Run 1, clock wires, drivers and flops:
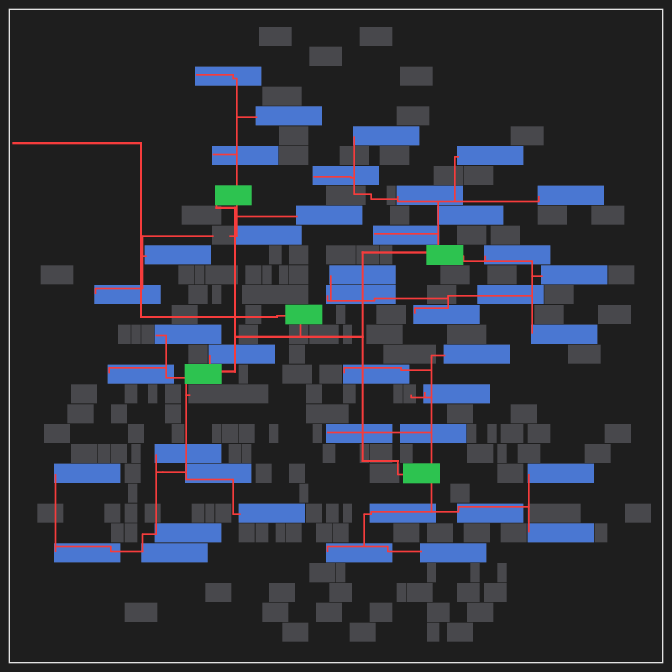
Run 1, placement by cell class:
Scale bar: 20 um.
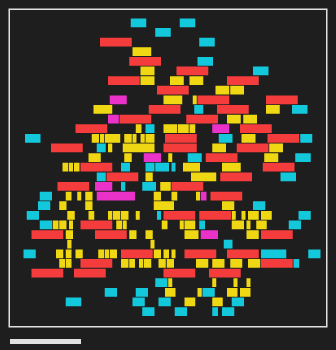
Run 1, clock routing:
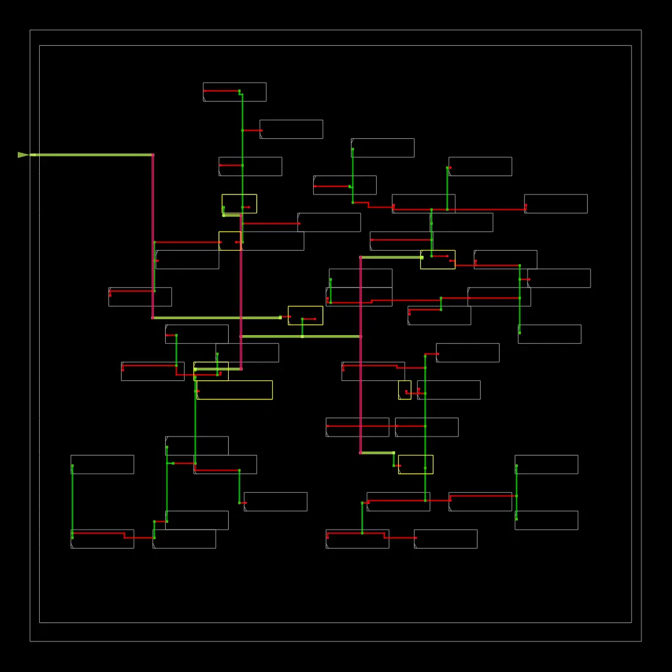
Run 1, cell sizes after repair:
Scale bar: 20 um.
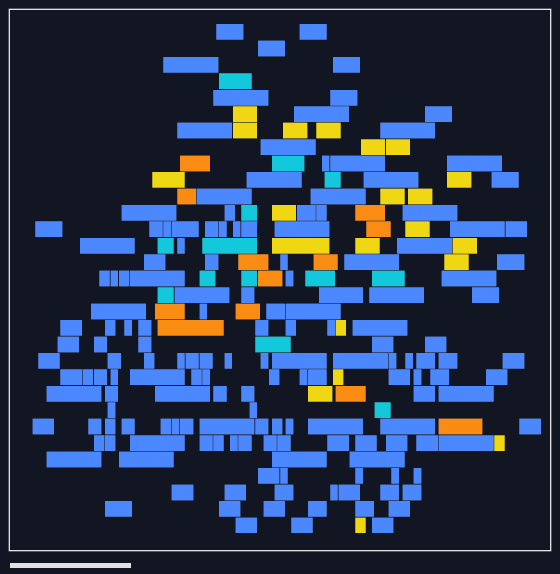
==> config.mk <==
export PLATFORM = sky130hd
export DESIGN_NAME = serial_adder_ctrl
export DESIGN_NICKNAME = d
export VERILOG_FILES = /design/src/rtl/serial_adder_ctrl.sv
export SDC_FILE = /design/constraint.sdc
export NUM_CORES = 1
export LEC_CHECK = 0
export CORE_UTILIZATION = 25
export DETAILED_ROUTE_END_ITERATION = 10
export GPL_TIMING_DRIVEN = 0
export PLACE_DENSITY_LB_ADDON = 0.3
export SKIP_CTS_REPAIR_TIMING = 1
export SYNTH_ARGS = -nofsm -noshare
export SYNTH_HDL_FRONTEND = slang
export SYNTH_SLANG_ARGS = --single-unit
==> constraint.sdc <==
create_clock -name clk -period 1.55 [get_ports clk]
set_clock_uncertainty 0.1 [all_clocks]
set_input_delay 0.155 -clock clk [delete_from_list [all_inputs] [get_ports clk]]
set_output_delay 0.155 -clock clk [all_outputs]
set_load 0.02 [all_outputs]
==> src/rtl/serial_adder_ctrl.sv <==
// Bit-serial add/subtract controller: one full_adder cell is reused WIDTH times, LSB first,
// with the ripple carry held in a register between steps.

module full_adder (
    input  logic a_i,
    input  logic b_i,
    input  logic c_i,
    output logic s_o,
    output logic co_o
);
    assign s_o  = a_i ^ b_i ^ c_i;
    assign co_o = (a_i & b_i) | (c_i & (a_i ^ b_i));
endmodule

module serial_adder_ctrl #(
    parameter int unsigned WIDTH = 8
) (
    input  logic             clk,
    input  logic             rst_n,
    input  logic             start,
    input  logic             sub,
    input  logic [WIDTH-1:0] a,
    input  logic [WIDTH-1:0] b,
    input  logic             cin,
    output logic             busy,
    output logic             done,
    output logic [WIDTH-1:0] sum,
    output logic             cout,
    output logic             ovf
);
    localparam int unsigned CW = (WIDTH > 1) ? $clog2(WIDTH) : 1;

    typedef enum logic [1:0] {
        IDLE = 2'd0,
        RUN  = 2'd1,
        DONE = 2'd2
    } state_t;

    state_t           state_q;
    logic [WIDTH-1:0] a_sh_q;
    logic [WIDTH-1:0] b_sh_q;
    logic [WIDTH-2:0] res_sh_q;
    logic [WIDTH-1:0] res_sh_d;
    logic [CW-1:0]    cnt_q;
    logic             c_q;
    logic             c_msb_in_q;
    logic [WIDTH-1:0] sum_q;
    logic             cout_q;
    logic             ovf_q;
    logic             busy_q;
    logic             done_q;
    logic             fa_s;
    logic             fa_co;

    full_adder u_fa (
        .a_i (a_sh_q[0]),
        .b_i (b_sh_q[0]),
        .c_i (c_q),
        .s_o (fa_s),
        .co_o(fa_co)
    );

    // Result bits already produced sit below the new sum bit; the final step completes it.
    assign res_sh_d = {fa_s, res_sh_q};

    always_ff @(posedge clk or negedge rst_n) begin
        if (!rst_n) begin
            state_q    <= IDLE;
            a_sh_q     <= '0;
            b_sh_q     <= '0;
            res_sh_q   <= '0;
            cnt_q      <= '0;
            c_q        <= 1'b0;
            c_msb_in_q <= 1'b0;
            sum_q      <= '0;
            cout_q     <= 1'b0;
            ovf_q      <= 1'b0;
            busy_q     <= 1'b0;
            done_q     <= 1'b0;
        end else begin
            case (state_q)
                IDLE: begin
                    if (start) begin
                        a_sh_q  <= a;
                        b_sh_q  <= sub ? ~b : b;
                        c_q     <= sub ? 1'b1 : cin;
                        cnt_q   <= '0;
                        busy_q  <= 1'b1;
                        state_q <= RUN;
                    end
                end
                RUN: begin
                    a_sh_q   <= a_sh_q >> 1;
                    b_sh_q   <= b_sh_q >> 1;
                    res_sh_q <= res_sh_d[WIDTH-1:1];
                    c_q      <= fa_co;
                    // Carry produced by bit WIDTH-2 is the carry into the MSB.
                    if (cnt_q == CW'(WIDTH - 2)) begin
                        c_msb_in_q <= fa_co;
                    end
                    if (cnt_q == CW'(WIDTH - 1)) begin
                        sum_q   <= res_sh_d;
                        cout_q  <= fa_co;
                        ovf_q   <= c_msb_in_q ^ fa_co;
                        done_q  <= 1'b1;
                        state_q <= DONE;
                    end else begin
                        cnt_q <= cnt_q + CW'(1);
                    end
                end
                DONE: begin
                    done_q  <= 1'b0;
                    busy_q  <= 1'b0;
                    state_q <= IDLE;
                end
                default: begin
                    state_q <= IDLE;
                end
            endcase
        end
    end

    assign busy = busy_q;
    assign done = done_q;
    assign sum  = sum_q;
    assign cout = cout_q;
    assign ovf  = ovf_q;

endmodule
==> Slide: Implementation Results, run 1 <==
Key Metrics from the Run

STA
  – Fmax: 626.0 MHz
  – RSZ-0062 raised after global routing: yes
  – Min cycle time layout: 1.597 ns
  – Slew headroom: 69.06%
  – Worst-Margin Slew: 0.4641 ns
  – Final TNS setup: -0.2929 ns
  – Final Hold Fails: 0
  – Final WS setup: -0.04747 ns
  – WHS: 0.2097 ns
  – Max-slew violations: 0
  – Setup violators final: 8

Routing
  – 1st-iter DRT viols: 40
  – Routed WL: 3822 um
  – Pre-antenna DRT Iters: 4
  – Vias after detailed routing: 1343
  – # DRC: 0
  – DR WL met3: 145 um
  – DR top layer: met4
  – Drt wl/cell: 12.41 um
  – DR vias/cell: 4.360
  – Met2 WL: 1693 um
  – Length of routed wiring on met1: 1909 um
  – Detail Route Antenna Nets: 0

Logic synthesis
  – Cells after Synth: 162
  – Synth Warn #: 0
  – Post-synth top area cell: dfrtp_1
  – Mux share: 10.57%
  – Top FF cell, synth: dfrtp_1
  – Dominant comb cell: AND-OR/OR-AND gates
  – Avg Inst Size Synth: 11.76 um^2
  – Mapped Area: 1906 um^2
  – Aoi share: 12.34%
  – Top area contributor share: 55.15%
  – Ys cells: 162
  – EDFF count, synth: 0
  – Sequential-to-total area share from yosys stat: 55.15%
  – Synth Net Count: 187
  – Ys async rst share: 100.0%
  – Leading cell type by number of instances after synthesis: dfrtp_1
  – Yosys synthesis chip area: 1906 um^2
  – Synth area leaders: dfrtp_1 55%, mux2_2 10%, a221o_1 3.7%
  – Basic Gates by Area: 9.718%
  – Cell Type Count: 30
  – Synth flops: 42
  – Fa+ha+maj area frac: 3.020%
  – Post-synth top cells: 42 x dfrtp_1, 17 x mux2_2, 12 x nand2_1, 12 x o21ai_0, 9 x a31oi_1

Power and ir drop
  – Peak VDD IR: 596.5 uV
  – Seq power: 1.87 mW
  – Static leakage: 1.220 nW
  – Power density over the cells: 1839 nW/um^2
  – Total power: 4.775 mW
  – Flop pwr share: 39.1%
  – Comb. pwr: 2.03 mW
  – P_int: 3.185 mW
  – Top power group: combinational logic
  – Comb power frac: 42.5%

Placement
  – # port buffers: 31
  – Pre-CTS setup slack: -0.1603 ns
  – Area after DPL: 2374 um^2
  – GP Congestion: 0.7098
  – DP Wirelength: 2603 um
  – Placed insts: 293

Floorplanning
  – Rows: 31
  – Tap Count: 99
  – I/O pin total: 33
  – Core area: 7292 um^2
  – Die ar.: 7975 um^2
  – Die Wd: 89.31 um
  – Die Ht: 89.31 um
  – Fp util: 26.13%

Global routing
  – Initial antenna violation count: 0
  – Pin count of the biggest net entering global routing: 27
  – Met1 usage: 14.71%
  – Met3 Use GR: 2.862%
  – Global Route met2 Usage: 15.20%
  – GRT Overall Usage: 10.65%
  – Gr busiest metal: met2
  – Global-route wire length before repair: 6244 um
  – Vias in the first global route: 1236
  – Total gr overflow: 0

Status
  – Violated checks: negative setup slack
  – Status: complete, but fails checks

Final layout
  – Final std cells w/o fill: 308
  – Post-Route Utilization: 35.60%
  – Final #Nets: 233
  – Leading cell kind: sequential cells
  – Layout cell share with drive strength beyond 1: 22.01%
  – Most frequent cells in the layout: 41 x dfrtp_1, 19 x clkdlybuf4s50_1, 14 x mux2_2
  – Combinational share of cell area: 30.80%
  – Clock-cell share: 4.337%
  – Ant diodes: 0
  – Mi-comb count: 103
  – Seq_cells: 42
  – Combinational Area: 799.5 um^2
  – Most frequent logic cell in the layout: dfrtp_1
  – Seq/total area: 40.53%
  – Synthesis-to-finish area growth: 36.24%

Critical path
  – Critical Path AT: 1.70 ns
  – FF-to-FF Start: cnt_q[1]$_DFFE_PN0P_
  – Delay-heaviest family, CP: flip-flops
  – Endpoint class of the critical path: flip-flop
  – Critical path endpoint: sum[2]$_DFFE_PN0P_
  – CP Class: flip-flop to flip-flop
  – Bufs and invs on worst path: 1
  – Instance count on the critical path: 5
  – R2R Setup Slk: -0.05 ns
  – Startpoint types: flip-flop
  – Max incr delay on CP: 0.40 ns
  – Slowest CP cell: dfrtp_1
  – Worst endpoint required time: 1.65 ns
  – Reg2Reg Depth: 5
  – Crit-path max FO: 9
  – CP Cell Sequence: ha_2 -> ha_4 -> nand3b_1 -> buf_6 -> mux2_2
  – Reg2Reg Capture Point: sum[2]$_DFFE_PN0P_

CTS
  – Clock Tree Buf Depth: 2
  – Clk latency late pin: 0.30 ns
  – CTS root buffer: clkbuf_8
  – CTS tree: yes
  – Clock Pin Slew Worst Setup and Hold Paths: 0.09 ns

Job
  – Tool warnings: 29
  – Max-cap violation count: 0
-- 'clock wires, drivers and flops' (at the start) --
legend:
  clock-net drivers:
    color: green
    count: 5
  clock wires:
    color: red
    length: 556 um
  flip-flops:
    color: blue
    count: 42
routed clock nets: 6
clock-net power: 881 uW
clock power share: 18.5%

-- 'placement by cell class' (at the start) --
legend:
  remaining buffers and delay cells:
    color: cyan
    cells: 49
  remaining logic cells:
    color: yellow
    cells: 110
  clock drivers and dummy loads:
    color: magenta
    cells: 8
  registers:
    color: red
    cells: 42

-- 'clock routing' (at the start) --
CTS buffer count: 5
CTS sink cnt: 42
CLK BUF: 5

-- 'cell sizes after repair' (at the start) --
legend:
  x6 and larger:
    color: orange
    cells: 12
    share: 5.7%
  x1 and smaller:
    color: blue
    cells: 163
    share: 78%
  x2:
    color: yellow
    cells: 21
    share: 10%
  x3 and x4:
    color: cyan
    cells: 13
    share: 6.2%
Non-clk bufs: 49
Design Area, Final: 2596 um^2
Final WS setup: -0.04747 ns

==> run 2: changes to the inputs <==
ABC_CLOCK_PERIOD_IN_PS = 1550   (was unset)
GPL_ROUTABILITY_DRIVEN = 0   (was unset)
Run 2, ports around the boundary:
Pins as bars across the die edge, other pins in gray.
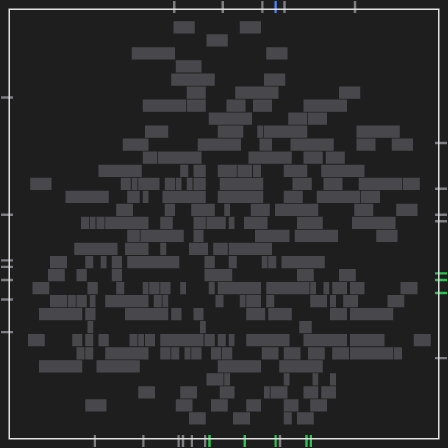
legend:
  b:
    color: green
    pins: 8
    direction: input
    edge: 5 bottom, 3 right
  ovf:
    color: blue
    pins: 1
    direction: output
    edge: top
all pins by edge: 12 bottom, 8 right, 7 left, 6 top
Die Wd: 89.31 um
Die Ht: 89.31 um

==> run 2 against run 1 <==
The run still ends with negative setup slack left. Clock power barely moved. Synthesized cell count did not move. Critical path depth did not move. Wire length did not move. Synthesized area did not move. Via count did not move. Utilization did not move. Global-route usage did not move. Largest power group unchanged.
==> Slide: Implementation Results, run 2 <==
Key Metrics from the Run

Status
  – Status: complete, but fails checks
  – Violated checks: negative setup slack

Floorplanning
  – Tap Count: 99 (unchanged)
  – Fp util: 26.13% (unchanged)
  – Die ar.: 7975 um^2 (unchanged)
  – I/O pin total: 33 (unchanged)
  – Core area: 7292 um^2 (unchanged)
  – Rows: 31 (unchanged)

Routing
  – DR vias/cell: 4.360 (unchanged)
  – DR WL met3: 145 um (unchanged)
  – Vias after detailed routing: 1343 (unchanged)
  – Drt wl/cell: 12.41 um (unchanged)
  – DR top layer: met4
  – Length of routed wiring on met1: 1909 um (unchanged)
  – # DRC: 0 (unchanged)
  – Routed WL: 3822 um (unchanged)
  – Detail Route Antenna Nets: 0 (unchanged)
  – Met2 WL: 1693 um (unchanged)
  – Pre-antenna DRT Iters: 4 (unchanged)
  – 1st-iter DRT viols: 40 (unchanged)

CTS
  – CTS buffer count: 5 (unchanged)
  – CTS root buffer: clkbuf_8
  – H-tree depth: 2
  – Clock Tree Buf Depth: 2 (unchanged)
  – Clk latency late pin: 0.30 ns (about the same)
  – CTS sink cnt: 42 (unchanged)
  – CTS tree: yes
  – Clock Pin Slew Worst Setup and Hold Paths: 0.09 ns (about the same)

Logic synthesis
  – Basic Gates by Area: 9.718% (unchanged)
  – Xor/xnor cell area share of the yosys netlist: 4.137%
  – Cell Type Count: 30 (unchanged)
  – Cells after Synth: 162 (unchanged)
  – Post-synth top area cell: dfrtp_1
  – Top area contributor share: 55.15% (unchanged)
  – Dominant comb cell: AND-OR/OR-AND gates
  – Sequential-to-total area share from yosys stat: 55.15% (unchanged)
  – Ys async rst share: 100.0% (unchanged)
  – Synth area leaders: dfrtp_1 55%, mux2_2 10%, a221o_1 3.7%
  – Synth Warn #: 0 (unchanged)
  – Top FF cell, synth: dfrtp_1
  – Leading cell type by number of instances after synthesis: dfrtp_1
  – Synth flops: 42 (unchanged)
  – Post-synth top cells: 42 x dfrtp_1, 17 x mux2_2, 12 x nand2_1, 12 x o21ai_0, 9 x a31oi_1
  – Synth Net Count: 187 (unchanged)
  – Mapped Area: 1906 um^2 (unchanged)
  – Aoi share: 12.34% (unchanged)
  – Mux share: 10.57% (unchanged)
  – EDFF count, synth: 0 (unchanged)
  – Fa+ha+maj area frac: 3.020% (unchanged)
  – Avg Inst Size Synth: 11.76 um^2 (unchanged)
  – Ys cells: 162 (unchanged)
  – Yosys synthesis chip area: 1906 um^2 (unchanged)

Critical path
  – Reg2Reg Depth: 5 (unchanged)
  – R2R Setup Slk: -0.05 ns (about the same)
  – Delay-heaviest family, CP: flip-flops
  – Worst endpoint required time: 1.65 ns (about the same)
  – Bufs and invs on worst path: 1 (unchanged)
  – Critical path endpoint: sum[2]$_DFFE_PN0P_
  – Instance count on the critical path: 5 (unchanged)
  – Slowest CP cell: dfrtp_1
  – CP Cell Sequence: ha_2 -> ha_4 -> nand3b_1 -> buf_6 -> mux2_2
  – Endpoint class of the critical path: flip-flop
  – Crit-path max FO: 9 (unchanged)
  – Max incr delay on CP: 0.40 ns (about the same)
  – FF-to-FF Start: cnt_q[1]$_DFFE_PN0P_
  – Startpoint types: flip-flop
  – Critical Path AT: 1.70 ns (about the same)
  – CP Launch Point: cnt_q[1]$_DFFE_PN0P_
  – CP Class: flip-flop to flip-flop
  – Reg2Reg Capture Point: sum[2]$_DFFE_PN0P_

STA
  – Setup violators final: 8 (unchanged)
  – Worst-Margin Slew: 0.4641 ns (unchanged)
  – Fmax: 626.0 MHz (unchanged)
  – Final Hold Fails: 0 (unchanged)
  – RSZ-0062 raised after global routing: yes
  – Final WS setup: -0.04747 ns (unchanged)
  – Period utilisation layout: 103.1%
  – Final TNS setup: -0.2929 ns (unchanged)
  – Slew headroom: 69.06% (unchanged)
  – WHS: 0.2097 ns (unchanged)
  – Max-slew violations: 0 (unchanged)
  – Min cycle time layout: 1.597 ns (unchanged)

Final layout
  – Seq/total area: 40.53% (unchanged)
  – Most frequent cells in the layout: 41 x dfrtp_1, 19 x clkdlybuf4s50_1, 14 x mux2_2
  – Seq_cells: 42 (unchanged)
  – Most frequent logic cell in the layout: dfrtp_1
  – Final std cells w/o fill: 308 (unchanged)
  – Non-clk bufs: 49 (unchanged)
  – FF+latch area: 1052 um^2
  – Non-clock buffering overhead: 18.55%
  – Post-Route Utilization: 35.60% (unchanged)
  – Ant diodes: 0 (unchanged)
  – Combinational share of cell area: 30.80% (unchanged)
  – Clock-cell share: 4.337% (unchanged)
  – Leading cell kind: sequential cells
  – Final #Nets: 233 (unchanged)
  – Design Area, Final: 2596 um^2 (unchanged)
  – Layout cell share with drive strength beyond 1: 22.01% (unchanged)
  – CLK BUF: 5 (unchanged)
  – Filler cells: 775
  – Mi-comb count: 103 (unchanged)
  – Inverter count: 7
  – Combinational Area: 799.5 um^2 (unchanged)
  – Synthesis-to-finish area growth: 36.24% (unchanged)

Global routing
  – Global Route met2 Usage: 15.20% (unchanged)
  – Met3 Use GR: 2.862% (unchanged)
  – Gr busiest metal: met2
  – Total gr overflow: 0 (unchanged)
  – Pin count of the biggest net entering global routing: 27 (unchanged)
  – Initial antenna violation count: 0 (unchanged)
  – Met1 usage: 14.71% (unchanged)
  – Vias in the first global route: 1236 (unchanged)
  – Global-route wire length before repair: 6244 um (unchanged)
  – GRT Overall Usage: 10.65% (unchanged)

Placement
  – DP Wirelength: 2603 um (unchanged)
  – Pre-CTS setup slack: -0.1603 ns (unchanged)
  – # port buffers: 31 (unchanged)
  – Area after DPL: 2374 um^2 (unchanged)
  – Placed insts: 293 (unchanged)

Power and ir drop
  – Power density over the cells: 1839 nW/um^2 (unchanged)
  – Comb. pwr: 2.03 mW (about the same)
  – Clock power share: 18.5% (about the same)
  – Total power: 4.775 mW (unchanged)
  – Comb power frac: 42.5% (about the same)
  – Peak VDD IR: 596.5 uV (unchanged)
  – Switching share of power: 33.31%
  – Clock-net power: 881 uW (about the same)
  – Flop pwr share: 39.1% (about the same)
  – Psw: 1.591 mW
  – Static leakage: 1.220 nW (unchanged)
  – Seq power: 1.87 mW (about the same)
  – Top power group: combinational logic
  – P_int: 3.185 mW (unchanged)

Min path
  – HP Class: primary input to asynchronous set/reset pin

Job
  – Max-cap violation count: 0 (unchanged)
  – Tool warnings: 29 (unchanged)
No activity file was given, so power comes from the tool's default toggle rates.
